==> src/rtl/hazard_pkg.sv <==
// Shared widths, constants and MD state encoding for the MIPS hazard controller.
package hazard_pkg;

   localparam int TUSE_W            = 2;
   localparam int REG_W             = 5;
   localparam int MULT_CYCLES_DEF   = 5;
   localparam int DIV_CYCLES_DEF    = 10;
   localparam logic [TUSE_W-1:0] TUSE_NONE = 2'd3;

   typedef enum logic {
      MD_IDLE = 1'b0,
      MD_BUSY = 1'b1
   } md_state_t;

endpackage

==> src/rtl/md_busy_cnt.sv <==
// Mult/div occupancy counter: loads the operation latency when a mult/div enters E,
// then counts down; md_busy covers the entry cycle plus the counted cycles.
module md_busy_cnt
   import hazard_pkg::*;
#(
   parameter int MULT_CYCLES = MULT_CYCLES_DEF,
   parameter int DIV_CYCLES  = DIV_CYCLES_DEF,
   parameter int CNT_W       = 4
) (
   input  logic      clk,
   input  logic      reset,
   input  logic      md_start_e,
   input  logic      md_is_div_e,
   output logic      md_busy,
   output md_state_t md_state
);

   logic [CNT_W-1:0] cnt_q;
   logic [CNT_W-1:0] cnt_d;

   // State is a pure function of the count, so it can never disagree with it.
   always_comb begin
      md_state = (cnt_q == '0) ? MD_IDLE : MD_BUSY;
      cnt_d    = cnt_q;
      case (md_state)
         MD_IDLE: begin
            if (md_start_e) begin
               cnt_d = md_is_div_e ? CNT_W'(DIV_CYCLES) : CNT_W'(MULT_CYCLES);
            end
         end
         MD_BUSY: begin
            // A start arriving while busy is dropped; the running count continues.
            cnt_d = cnt_q - CNT_W'(1);
         end
         default: cnt_d = '0;
      endcase
   end

   always_ff @(posedge clk) begin
      if (!reset) begin
         cnt_q <= '0;
      end else begin
         cnt_q <= cnt_d;
      end
   end

   assign md_busy = md_start_e | (md_state == MD_BUSY);

endmodule

==> src/rtl/hazard_ctrl.sv <==
// Five-stage MIPS hazard controller: Tuse/Tnew data stalls plus optional mult/div busy stall.
// Define HAZARD_MDU_STALL_EN to build the mult/div busy counter; otherwise md_* inputs are ignored.
module hazard_ctrl
   import hazard_pkg::*;
#(
   parameter int MULT_CYCLES = MULT_CYCLES_DEF,
   parameter int DIV_CYCLES  = DIV_CYCLES_DEF,
   parameter int CNT_W       = 4
) (
   input  logic              clk,
   input  logic              reset,
   input  logic [REG_W-1:0]  rs_d,
   input  logic [REG_W-1:0]  rt_d,
   input  logic [TUSE_W-1:0] tuse_rs,
   input  logic [TUSE_W-1:0] tuse_rt,
   input  logic [REG_W-1:0]  wa_e,
   input  logic [TUSE_W-1:0] tnew_e,
   input  logic [REG_W-1:0]  wa_m,
   input  logic [TUSE_W-1:0] tnew_m,
   input  logic              md_use_d,
   input  logic              md_start_e,
   input  logic              md_is_div_e,
   output logic              pc_en,
   output logic              if_id_en,
   output logic              id_ex_clr,
   output logic              md_busy
);

   logic stall_rs;
   logic stall_rt;
   logic data_stall;
   logic md_busy_raw;
   logic md_stall;
   logic stall;

   // Register 0 is never a real dependency; Tnew 0 can never exceed Tuse, so it needs no special case.
   always_comb begin
      stall_rs = (rs_d != '0) && (tuse_rs != TUSE_NONE) &&
                 (((rs_d == wa_e) && (tuse_rs < tnew_e)) ||
                  ((rs_d == wa_m) && (tuse_rs < tnew_m)));
      stall_rt = (rt_d != '0) && (tuse_rt != TUSE_NONE) &&
                 (((rt_d == wa_e) && (tuse_rt < tnew_e)) ||
                  ((rt_d == wa_m) && (tuse_rt < tnew_m)));
      data_stall = stall_rs | stall_rt;
   end

`ifdef HAZARD_MDU_STALL_EN
   md_state_t md_state_unused;

   md_busy_cnt #(
      .MULT_CYCLES (MULT_CYCLES),
      .DIV_CYCLES  (DIV_CYCLES),
      .CNT_W       (CNT_W)
   ) u_md_busy_cnt (
      .clk         (clk),
      .reset       (reset),
      .md_start_e  (md_start_e),
      .md_is_div_e (md_is_div_e),
      .md_busy     (md_busy_raw),
      .md_state    (md_state_unused)
   );

   assign md_stall = md_use_d & md_busy_raw;
`else
   logic unused_md;

   assign unused_md   = ^{md_use_d, md_start_e, md_is_div_e,
                          CNT_W'(MULT_CYCLES), CNT_W'(DIV_CYCLES)};
   assign md_busy_raw = 1'b0;
   assign md_stall    = 1'b0;
`endif

   // Outputs are held at their pass-through values for as long as reset is low.
   assign stall     = reset & (data_stall | md_stall);
   assign pc_en     = ~stall;
   assign if_id_en  = ~stall;
   assign id_ex_clr = stall;
   assign md_busy   = reset & md_busy_raw;

endmodule

==> config.mk <==
export PLATFORM = sky130hd
export DESIGN_NAME = hazard_ctrl
export DESIGN_NICKNAME = d
export VERILOG_FILES = /design/src/rtl/hazard_pkg.sv /design/src/rtl/md_busy_cnt.sv /design/src/rtl/hazard_ctrl.sv
export SDC_FILE = /design/constraint.sdc
export NUM_CORES = 1
export LEC_CHECK = 0
export CAP_MARGIN = 30
export CORE_AREA = 2 2 39 41
export DETAILED_ROUTE_END_ITERATION = 10
export DIE_AREA = 0 0 41 43
export GPL_TIMING_DRIVEN = 0
export PLACE_DENSITY = 0.81
export SYNTH_ARGS = -nofsm -noshare
export SYNTH_HDL_FRONTEND = slang
export SYNTH_SLANG_ARGS = --single-unit
==> constraint.sdc <==
create_clock -name vclk -period 5.7
set_input_delay 1.71 -clock vclk [all_inputs]
set_output_delay 1.71 -clock vclk [all_outputs]
set_load 0.01 [all_outputs]
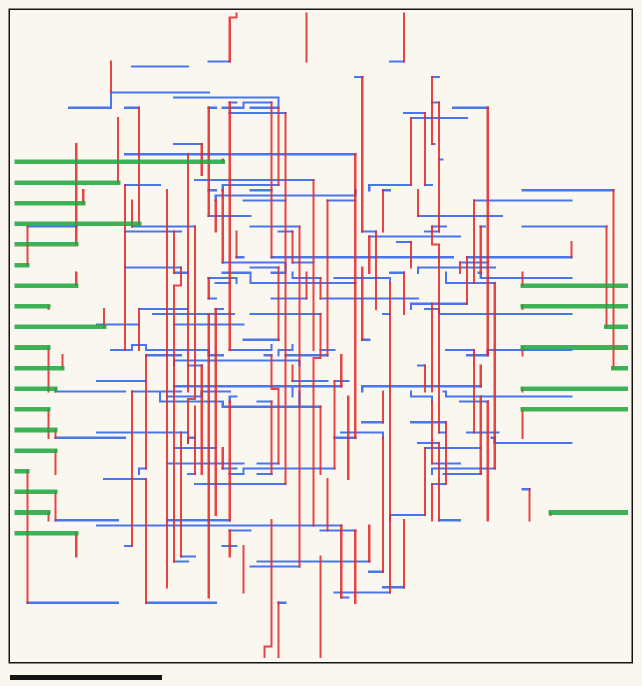
*Signal wires by layer, run 1*
Scale bar: 10 µm.
[green] M3 | wire length: 114 µm
[blue] M1 | wire length: 503 µm
[red] M2 | wire length: 687 µm

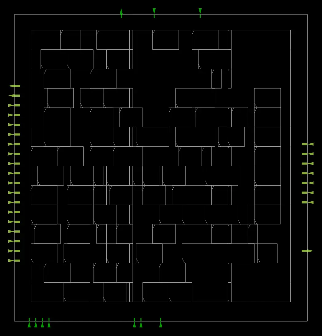
*Cell placement, run 1*
# fillers: 146
final core utilization: 0.572
row count: 14
num tapcells: 16

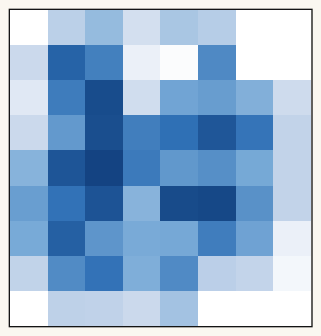
*Local utilization, run 1*
The die is cut into 8 by 9 equal tiles; white is low, dark blue is high, 0 to 100% covered.
mean over tiles: 44%
densest ninth of the die: middle
nearly empty tiles: 14%
fullest tile: 92%

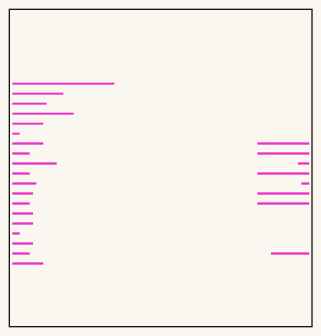
*The metal 3 layer, run 1*
share of all routed wire: 8.7%
longest straight run: 13.6 µm
wire length on this layer: 114 µm

==> run 1: layout by cell type, fill, tap and decap left out, drive strengths merged, types with 2 or more instances in the layout <==
cell type      count
xor2               8
clkdlybuf4s50     31
a2111oi            4
nand4              4
xnor2             12
inv                2
buf                2
nand2b             4
ha                 4
nand2              4
==> run 1: worst paths after layout <==
path	to	slack [ns]	cells past startpoint
worst max-delay path	id_ex_clr	0.17	8
worst min-delay path	pc_en	4.39	4
==> run 1: kinds of logic (layout without fill, tap and decap cells) <==
group                    Yosys count  count (layout)
buffers and inverters              4              36
other                              1               1
adder cells (fa/ha/maj)            4               4
AND-OR/OR-AND                      8               8
AND/OR/NAND/NOR                   15              15
XOR/XNOR                          20              20
==> run 1: power groups by stage <==
stage	registers, mW	logic [mW]	clock network (mW)
after floorplan	0	0.0203	0
after global placement	0	0.0499	0
after detailed placement	0	0.0512	0
after CTS	0	0.0513	0
after global routing	0	0.0612	0
final	0	0.0561	0
==> run 1: through the flow <==
stage               worst slack [ns]  cells  cell area, µm²
global route                  0.0352    100             792
CTS                           0.0114    100             759
finish                         0.172    100             792
global placement              0.0569    100             759
detailed placement            0.0258    100             759
floorplan                       1.06     52             419
==> run 1: timing repair <==
action | in CTS | in global routing
hold endpoints to repair | 0 | 0
gates resized | 0 | 7
endpoints found under the setup margin | 0 | 3
==> run 1: area by class of cell <==
cell class / instances / area, µm²
fill: 146 / 592
multi-input combinational: 48 / 427
timing repair buffer: 32 / 323
tap: 16 / 20.0
buffer: 2 / 15.0
inverter: 2 / 7.51
==> run 1: routing by layer <==
metal  vias to the layer above  GRT usage
met5                         -          0
met4                         0          0
met3                         0     0.0209
met2                        27      0.322
met1                       227      0.180
li1                        250          -
==> results.json, run 1 <==
{
  "status": "completed",
  "clkbuf_count": 0,
  "synth-area-yosys_um2": 419,
  "synth.distinct_cells": 19,
  "synth.most_common_cell": "xnor2_1",
  "power.leakage_nw": 0.290,
  "ys_sh_simple": 0.203,
  "power.total_mw": 0.0561,
  "syn_inst": 52,
  "chipWidth_um": 41,
  "drtIter0Drc": 0,
  "yosys_cells": 52,
  "place_congestion": 0.782,
  "ctsHoldBuffers": 0,
  "clkPwrFrac": 0,
  "cp_cell_sequence": "clkdlybuf4s50_1 -> inv_1 -> ha_1 -> a2111oi_4 -> nand4_1 -> a21oi_2 -> a41o_1 -> clkdlybuf4s50_1",
  "p_switching_mw": 0.0223,
  "syn_to_final_growth_pct": 89.0,
  "path_delay_family": "buffers and inverters",
  "synth.area.mux_share": 0,
  "comb_power_share": 1.000,
  "power_frac_seq": 0,
  "synth_area_leader_cell": "xnor2_1",
  "min_path_type": "input port to output port",
  "flops": 0,
  "cap_violations": 0,
  "cp-end-kind": "output port",
  "avgViaCountPerCell": 5.04,
  "arrival_ns": 3.82,
  "dieArea_um2": 1760,
  "syn_avg_cell_area_um2": 8.06,
  "adder_share": 0.119,
  "critPathBufInv": 3,
  "port_buffers": 32,
  "powerDensity_nw_per_um2": 70.8,
  "die_h_um": 43,
  "logic_family": "XOR/XNOR gates",
  "xor_share": 0.418,
  "irDropWorstVdd_uv": 35.8,
  "internal_power_mw": 0.0338,
  "cp_common_cell": "clkdlybuf4s50_1",
  "wl_met3_um": 113,
  "top_layer": "met3",
  "grt.overflow.total": 0,
  "timing.final.crit_share": 0.970,
  "drtPass1Iterations": 1,
  "worstSetupPathType": "input port to output port",
  "cp_slowest_cell": "clkdlybuf4s50_1",
  "drive_gt1_frac": 0.107,
  "whs_ns": 4.39,
  "drc": 0,
  "drt-wirelength-per-cell_um": 13.0,
  "syn_nets": 89,
  "yosysWarnings": 0,
  "detail-route-antenna-nets": 0,
  "grt_max_degree": 4,
  "top_area_frac": 0.251,
  "cts_setup_buffers": 0,
  "fmax_ghz": 0.181,
  "synthTopCellsByArea": "xnor2_1 (25%), xor2_1 (17%), ha_1 (12%)",
  "vias": 504,
  "grt_pass1_wl_um": 2060,
  "postSynthSeqShare": 0,
  "n_antenna_cell": 0,
  "setup_tns_ns": 0,
  "openroad.warnings": 37,
  "drt_wl_total_um": 1300,
  "regArea_um2": 0,
  "grt_pass1_vias": 524,
  "coreArea_um2": 1380,
  "grt_usage": 0.164,
  "synth.cellmix.compoundShare": 0.197,
  "switching_share": 0.398,
  "worstPathRequired_ns": 3.99,
  "critical_path.max_stage_delay_ns": 0.53,
  "critPathLaunch": "tnew_e[1]",
  "setup_viol": 0,
  "route.layer.met1.wl_um": 503,
  "slew_viol_final": 0,
  "nNetsFinal": 123,
  "worstSetupStartpointType": "input port",
  "syn_area_um2": 419,
  "crit_path_max_fanout": 2,
  "fp_util": 0.303,
  "rsz0062_at_grt": "false",
  "synthTopCellsByCount": "xnor2_1 (12), xor2_1 (8)",
  "dp.final_hpwl_um": 1150,
  "pin_count": 37,
  "final-hold-violation-count": 0,
  "dr_wl_met2_um": 687,
  "antenna_found_initial": 0,
  "hp-start": "reset",
  "fin_crit_ns": 5.53
}
--- run 2 (diff from run 1) ---
--- a/config.mk
+++ b/config.mk
@@ -13,4 +13,5 @@
 export PLACE_DENSITY = 0.81
 export SYNTH_ARGS = -nofsm -noshare
 export SYNTH_HDL_FRONTEND = slang
+export SYNTH_HIERARCHICAL = 1
 export SYNTH_SLANG_ARGS = --single-unit
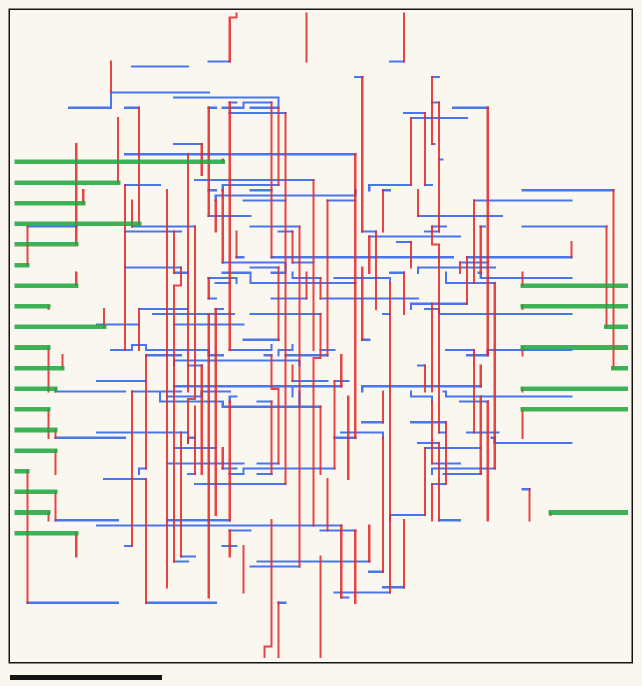
*Signal wires by layer, run 2*
Scale bar: 10 µm.
[blue] M1 | wire length: 503 µm
[green] M3 | wire length: 114 µm
[red] M2 | wire length: 687 µm

==> results.json, run 2 <==
{
  "status": "completed",
  "hp-start": "reset",
  "arrival_ns": 3.82,
  "critPathBufInv": 3,
  "worstPathRequired_ns": 3.99,
  "critPathLaunch": "tnew_e[1]",
  "detail-route-antenna-nets": 0,
  "fin_crit_ns": 5.53,
  "critical_path.max_stage_delay_ns": 0.53,
  "final-hold-violation-count": 0,
  "dp.final_hpwl_um": 1150,
  "syn_to_final_growth_pct": 89.0,
  "avgViaCountPerCell": 5.04,
  "antenna_found_initial": 0,
  "chipWidth_um": 41,
  "synthTopCellsByArea": "xnor2_1 (25%), xor2_1 (17%), ha_1 (12%)",
  "whs_ns": 4.39,
  "cp_common_cell": "clkdlybuf4s50_1",
  "drive_gt1_frac": 0.107,
  "hold_depth": 4,
  "drtPass1Iterations": 1,
  "drt-wirelength-per-cell_um": 13.0,
  "grt_use_met1": 0.180,
  "coreArea_um2": 1380,
  "timing.final.crit_share": 0.970,
  "setup_tns_ns": 0,
  "wl_met3_um": 113,
  "p_switching_mw": 0.0223,
  "top_area_frac": 0.251,
  "cp_cell_sequence": "clkdlybuf4s50_1 -> inv_1 -> ha_1 -> a2111oi_4 -> nand4_1 -> a21oi_2 -> a41o_1 -> clkdlybuf4s50_1",
  "openroad.warnings": 37,
  "n_antenna_cell": 0,
  "synth.most_common_cell": "xnor2_1",
  "layout_setup_ws_ns": 0.172,
  "path_delay_family": "buffers and inverters",
  "pin_count": 37,
  "internal_power_mw": 0.0338,
  "top_layer": "met3",
  "syn_area_um2": 419,
  "grt_max_degree": 4,
  "min_path_type": "input port to output port",
  "top_usage_layer": "met2",
  "vias": 504,
  "cap_violations": 0,
  "port_buffers": 32,
  "place_congestion": 0.782,
  "power_frac_seq": 0,
  "flops": 0,
  "dr_wl_met2_um": 687,
  "min_to": "pc_en",
  "yosysWarnings": 6,
  "crit_path_max_fanout": 2,
  "synth-area-yosys_um2": 419,
  "grt_use_met2": 0.322,
  "worstSetupStartpointType": "input port",
  "syn_inst": 52,
  "postSynthSeqShare": 0,
  "grt_pass1_vias": 524,
  "synth.distinct_cells": 19,
  "cp_slowest_cell": "clkdlybuf4s50_1",
  "place_inst": 100,
  "drtIter0Drc": 0,
  "regArea_um2": 0,
  "yosys_cells": 52,
  "slew_viol_final": 0,
  "clkPwrFrac": 0,
  "syn_nets": 89
}
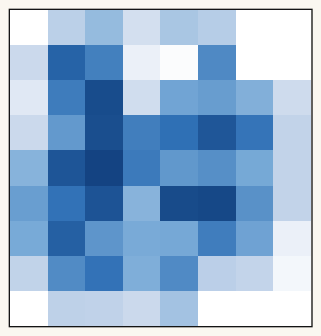
*Local utilization, run 2*
The die is cut into 8 by 9 equal tiles; white is low, dark blue is high, 0 to 100% covered.
fullest tile: 92%
mean over tiles: 44%
densest ninth of the die: middle
tiles over 75% full: 14%

## run 2: cell counts after synthesis
No cell type changed its count.
## run 2: worst max path at each step
stage | cells after the start | slack (ns) | end
2_1_floorplan | 7 | 1.06 | pc_en
3_3_place_gp | 8 | 0.06 | pc_en
3_5_place_dp | 9 | 0.03 | pc_en
4_1_cts | 9 | 0.01 | pc_en
5_1_grt | 8 | 0.04 | id_ex_clr
6_report | 8 | 0.17 | id_ex_clr
## run 2: repair_timing
action,in CTS,in global routing
resized,0,7
endpoints found under the setup margin,0,3
hold buffers,0,0
buffers inserted,0,0
## run 2: kinds of logic (layout without fill, tap and decap cells)
| logic type | after synthesis | count (layout) | share of synthesized area |
|---|---|---|---|
| adders and majority gates | 4 | 4 | 0.119 |
| buffers and inverters | 4 | 36 | 0.0537 |
| AOI/OAI and AO/OA | 8 | 8 | 0.197 |
| and+or+nand+nor | 15 | 15 | 0.203 |
| other | 1 | 1 | 0.00895 |
| xor gates and xnor gates | 20 | 20 | 0.418 |
## run 2: layout make-up
class                           instances  area [µm²]  share of cell area
Timing Repair Buffer                   32         323               0.408
Tap cell                               16        20.0              0.0253
Inverter                                2        7.51             0.00948
Buffer                                  2        15.0              0.0190
Multi-Input combinational cell         48         427               0.539
## run 2: stage by stage
stage | instance area [µm²] | utilization
global route | 792 | 0.572
detailed placement | 759 | 0.549
finish | 792 | 0.572
CTS | 759 | 0.549
global placement | 759 | 0.549
floorplan | 419 | -
## run 2: power groups by stage
stage               registers (mW)  logic, mW  clock network (mW)
floorplan                        0     0.0203                   0
global placement                 0     0.0499                   0
detailed placement               0     0.0512                   0
CTS                              0     0.0513                   0
global route                     0     0.0612                   0
finish                           0     0.0561                   0
No activity file was given, so power comes from the tool's default toggle rates.
